**Run 1: M1 wires**

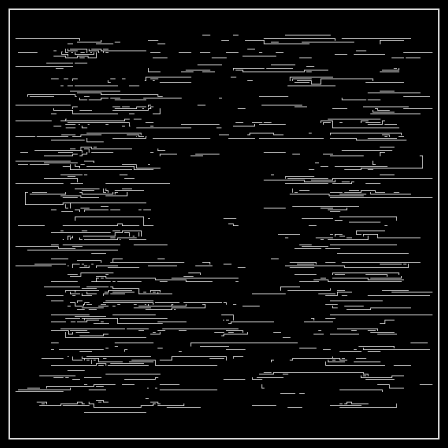
**Run 1: metal 2**

Scale bar: 20 um. Cells faint in the background.
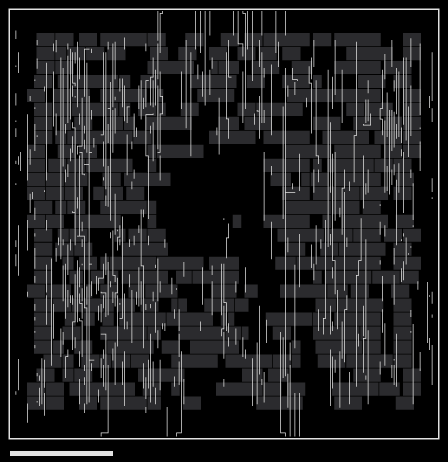
**Run 1: met3 routing**

Scale bar: 20 um.
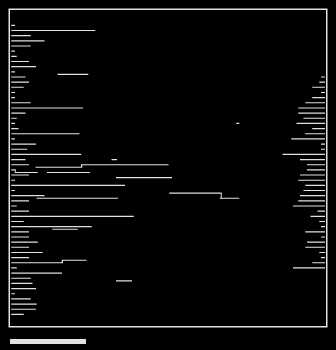
**Run 1: zoomed window**

Scale bar: 5 um. Region (11, 52) to (31, 72) um. Cells in gray, sequential cells in the stronger gray; small squares are vias.
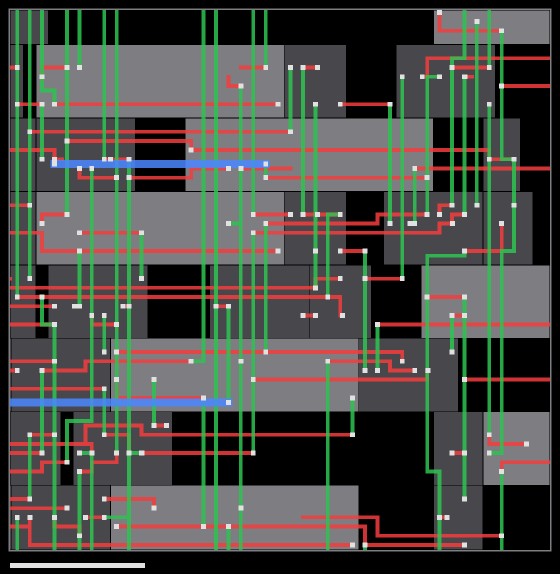
===== src/rtl/ram8_arbiter.sv =====
// Two-requester round-robin arbiter for a shared 8-word RAM.
// Each transaction takes three cycles: grant/ACCESS, RESP, then a done pulse while back in IDLE.
module ram8_arbiter #(
  parameter int unsigned DATA_W = 16,
  parameter int unsigned ADDR_W = 3
) (
  input  logic              clk,
  input  logic              reset,
  input  logic              req0,
  input  logic              req1,
  input  logic              we0,
  input  logic              we1,
  input  logic [ADDR_W-1:0] addr0,
  input  logic [ADDR_W-1:0] addr1,
  input  logic [DATA_W-1:0] wdata0,
  input  logic [DATA_W-1:0] wdata1,
  output logic              gnt0,
  output logic              gnt1,
  output logic              done0,
  output logic              done1,
  output logic [DATA_W-1:0] rdata0,
  output logic [DATA_W-1:0] rdata1,
  output logic              ram_load,
  output logic [ADDR_W-1:0] ram_addr,
  output logic [DATA_W-1:0] ram_in,
  input  logic [DATA_W-1:0] ram_out
);

  typedef enum logic [1:0] {IDLE, ACCESS, RESP} state_t;

  state_t state;
  logic   owner;
  logic   last;
  logic   we_q;
  logic   pick_c;

  // Winner of the current IDLE arbitration; a tie goes to the requester not served last.
  always_comb begin
    pick_c = 1'b0;
    if (req0 && req1) pick_c = ~last;
    else if (req1)    pick_c = 1'b1;
  end

  // Transaction sequencer; RAM controls are registered so they line up with ACCESS.
  always_ff @(posedge clk or posedge reset) begin
    if (reset) begin
      state    <= IDLE;
      owner    <= 1'b0;
      last     <= 1'b1;
      we_q     <= 1'b0;
      gnt0     <= 1'b0;
      gnt1     <= 1'b0;
      done0    <= 1'b0;
      done1    <= 1'b0;
      rdata0   <= '0;
      rdata1   <= '0;
      ram_load <= 1'b0;
      ram_addr <= '0;
      ram_in   <= '0;
    end else begin
      done0 <= 1'b0;
      done1 <= 1'b0;
      case (state)
        IDLE: begin
          if (req0 || req1) begin
            state    <= ACCESS;
            owner    <= pick_c;
            gnt0     <= ~pick_c;
            gnt1     <= pick_c;
            ram_addr <= pick_c ? addr1 : addr0;
            ram_in   <= pick_c ? wdata1 : wdata0;
            ram_load <= pick_c ? we1 : we0;
            we_q     <= pick_c ? we1 : we0;
          end
        end
        ACCESS: begin
          ram_load <= 1'b0;
          state    <= RESP;
        end
        RESP: begin
          if (!we_q) begin
            if (owner) rdata1 <= ram_out;
            else       rdata0 <= ram_out;
          end
          done0    <= ~owner;
          done1    <= owner;
          gnt0     <= 1'b0;
          gnt1     <= 1'b0;
          last     <= owner;
          ram_addr <= '0;
          ram_in   <= '0;
          state    <= IDLE;
        end
        default: state <= IDLE;
      endcase
    end
  end

endmodule


===== config.mk =====
export PLATFORM = sky130hd
export DESIGN_NAME = ram8_arbiter
export DESIGN_NICKNAME = d
export VERILOG_FILES = /design/src/rtl/ram8_arbiter.sv
export SDC_FILE = /design/constraint.sdc
export NUM_CORES = 1
export LEC_CHECK = 0
export CAP_MARGIN = 30
export CORE_MARGIN = 3
export CORE_UTILIZATION = 43
export CTS_BUF_LIST = sky130_fd_sc_hd__clkbuf_2
export DETAILED_ROUTE_END_ITERATION = 12
export PLACE_DENSITY = 0.82
export SYNTH_ARGS = -nofsm -noshare
export SYNTH_HDL_FRONTEND = slang
export SYNTH_SLANG_ARGS = --single-unit
export TNS_END_PERCENT = 30

===== constraint.sdc =====
create_clock -name clk -period 2.2 [get_ports clk]
set_input_delay 0.22 -clock clk [delete_from_list [all_inputs] [get_ports clk]]
set_output_delay 0.22 -clock clk [all_outputs]
set_load 0.005 [all_outputs]

==> results.cfg, run 1 <==
; yosys + openroad results
[final_timing]
final-hold-violation-count = 0
worst_slew_margin_rel_pct = 50.2

[synthesis]
synth-compound-area-share_pct = 9.75
async_flop_share_pct = 100
ff_type = dfrtp_1
yosys-top-cells-count = dfrtp_1, and3_1, a221o_1, mux2_4, mux2_2
netlist_instances = 168
synth-seq-area-share_pct = 59.5

[critical_path]
setup.worst_path.class = reg -> reg
critical_path.cell_chain = nor3_1 -> or2_1 -> a221o_1
ff2ff_path_depth = 3
worst_r2r_setup_slack_ns = 0.58
worstSetupStartpoint = state[1]
critPathCapture = ram_in[9]
crit_path_max_fanout = 21

[global_routing]
grt_pass1_wl_um = 10100
global_route.overflow_total = 0
track_usage_pct = 18.8

[clocking]
cts_buffers = 9
post_cts_hold_buffer_count = 0
ctsRootBufferMaster = clkbuf_2
clock.latency.late_pin_ns = 0.45
post_cts.repair.setup_buffers = 0
cts.path.max_buffers = 2

[run_status]
status = complete, no violations

[detailed_routing]
drtIter0Drc = 35
route.met3.wl_um = 657
wl_per_cell_um = 16.9

[power]
power_leakage_nw = 1.74
sequentialPower_w = 0.00200
netSwitchingFraction_pct = 30.2
power_top_consumer = combinational cells
netSwitchingPower_w = 0.00146

[placed_design]
io_buffer_count = 115
gp_routability_congestion = 0.784

[die]
io-pin-count = 116
num_rows = 27
dieArea_um2 = 6930

[layout]
areaGrowthSynthToFinish_pct = 49.0

[job]
max_cap_violations = 0

[min_path]
hold_path.class = in -> async
Back to the opening pictures, 'M1 wires':
share of all routed wire: 44%
wire length on this layer: 2,720 um
nets with wire on the layer: 287
main direction: horizontal
longest straight run: 20.7 um

Back to the opening pictures, 'metal 2':
longest straight run: 59.8 um
main direction: vertical
nets with wire on the layer: 304

Back to the opening pictures, 'met3 routing':
wire length on this layer: 657 um
main direction: horizontal
nets with wire on the layer: 100
share of all routed wire: 11%
longest straight run: 32.0 um
total wire length: 6170 um
via count of the routed design: 1,887
global-route met3 utilization: 6.94%

Back to the opening pictures, 'zoomed window':
[M3] blue
[M2] green
[M1] red
most frequent: a221o_1 (7), dfrtp_1 (6)
netlist names of flops here include: ram_in (4), ram_addr (2)
sequential cells in the window: 6
cells with their middle in the window: 23

-- run 1: final cells by class --
cell class	instances	area [um^2]	share of cell area (%)
clock buffers	12	60.1	1.57
clock inverters	3	13.8	0.360
multi-input cells	94	928	24.3
well taps	72	90.1	2.36
inverters	3	11.3	0.294
repair buffers	119	1190	31.2
flip-flops and latches	61	1530	39.9
-- run 1: metrics by stage --
stage	utilization, %	area [um^2]	power [W]	hold slack [ns]	std cells
2_1_floorplan	-	2570	0.00313	0.344	168
3_3_place_gp	66.5	3750	0.00430	0.464	349
3_5_place_dp	66.5	3750	0.00437	0.469	349
4_1_cts	67.8	3820	0.00490	0.0993	364
5_1_grt	67.8	3820	0.00517	0.108	364
6_report	67.8	3820	0.00484	0.134	364
## Run 2: what changed since run 1
Settings changed: CORE_UTILIZATION 43 to 39, PLACE_DENSITY 0.82 to 0.79.
Clock period 2.2 ns to 1.43 ns, I/O delays scaled along.
**Run 2: M1 wires**

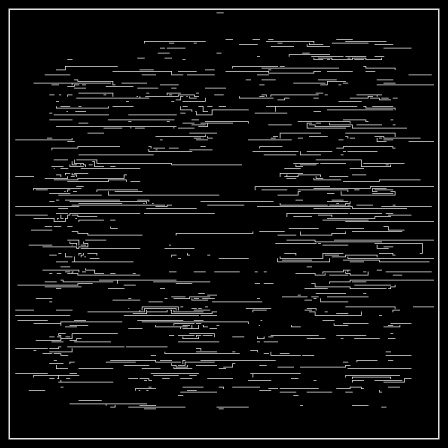
main direction: horizontal
longest straight run: 24.4 um
share of all routed wire: 44%

==> results.cfg, run 2 <==
; yosys + openroad results
[run_status]
status = complete, no violations

[clocking]
post_cts_hold_buffer_count = 0
cts_buffers = 9
ctsRootBufferMaster = clkbuf_2

[critical_path]
ff2ff_path_depth = 4
setup.worst_path.class = reg -> reg
critical_path.cell_chain = nand2b_4 -> nor3_4 -> buf_12 -> mux2_2

[layout]
finalNonFillerCells = 388
areaGrowthSynthToFinish_pct = 57.9

[job]
max_cap_violations = 0

[detailed_routing]
drt_wl_total_um = 6730
dr_total_vias = 1980

[final_timing]
worst_slew_margin_rel_pct = 74.1
final-hold-violation-count = 0

[synthesis]
ff_type = dfrtp_1
yosys-top-cells-count = dfrtp_1, and3_1, a221o_1, mux2_4, mux2_2

[power]
post-layout-total-power_w = 0.00768
power_leakage_nw = 2.02
power_top_consumer = combinational cells

[global_routing]
track_usage_pct = 19.1
global_route.overflow_total = 0

[placed_design]
gp_routability_congestion = 0.728
io_buffer_count = 115
placed_cells_incl_taps = 358
[run 2: cell counts after synthesis]
Identical to the previous run, type by type.
[run 2: logic make-up (layout without fill, tap and decap cells)]
kind of cell	Yosys count	after routing	share of synthesized area, %
AND-OR/OR-AND	27	27	9.75
multiplexers	32	32	17.0
buffers and inverters	13	157	4.34
AND/OR/NAND/NOR	35	36	9.45
flip-flops	61	61	59.5
[run 2: layout make-up]
type | count | area, um^2
Inverter | 3 | 15.0
Clock buffer | 12 | 60.1
Tap cell | 75 | 93.8
Multi-Input combinational cell | 95 | 986
Timing Repair Buffer | 138 | 1350
Fill cell | 502 | 2080
Sequential cell | 61 | 1530
Clock inverter | 4 | 16.3
No activity file was given, so power comes from the tool's default toggle rates.
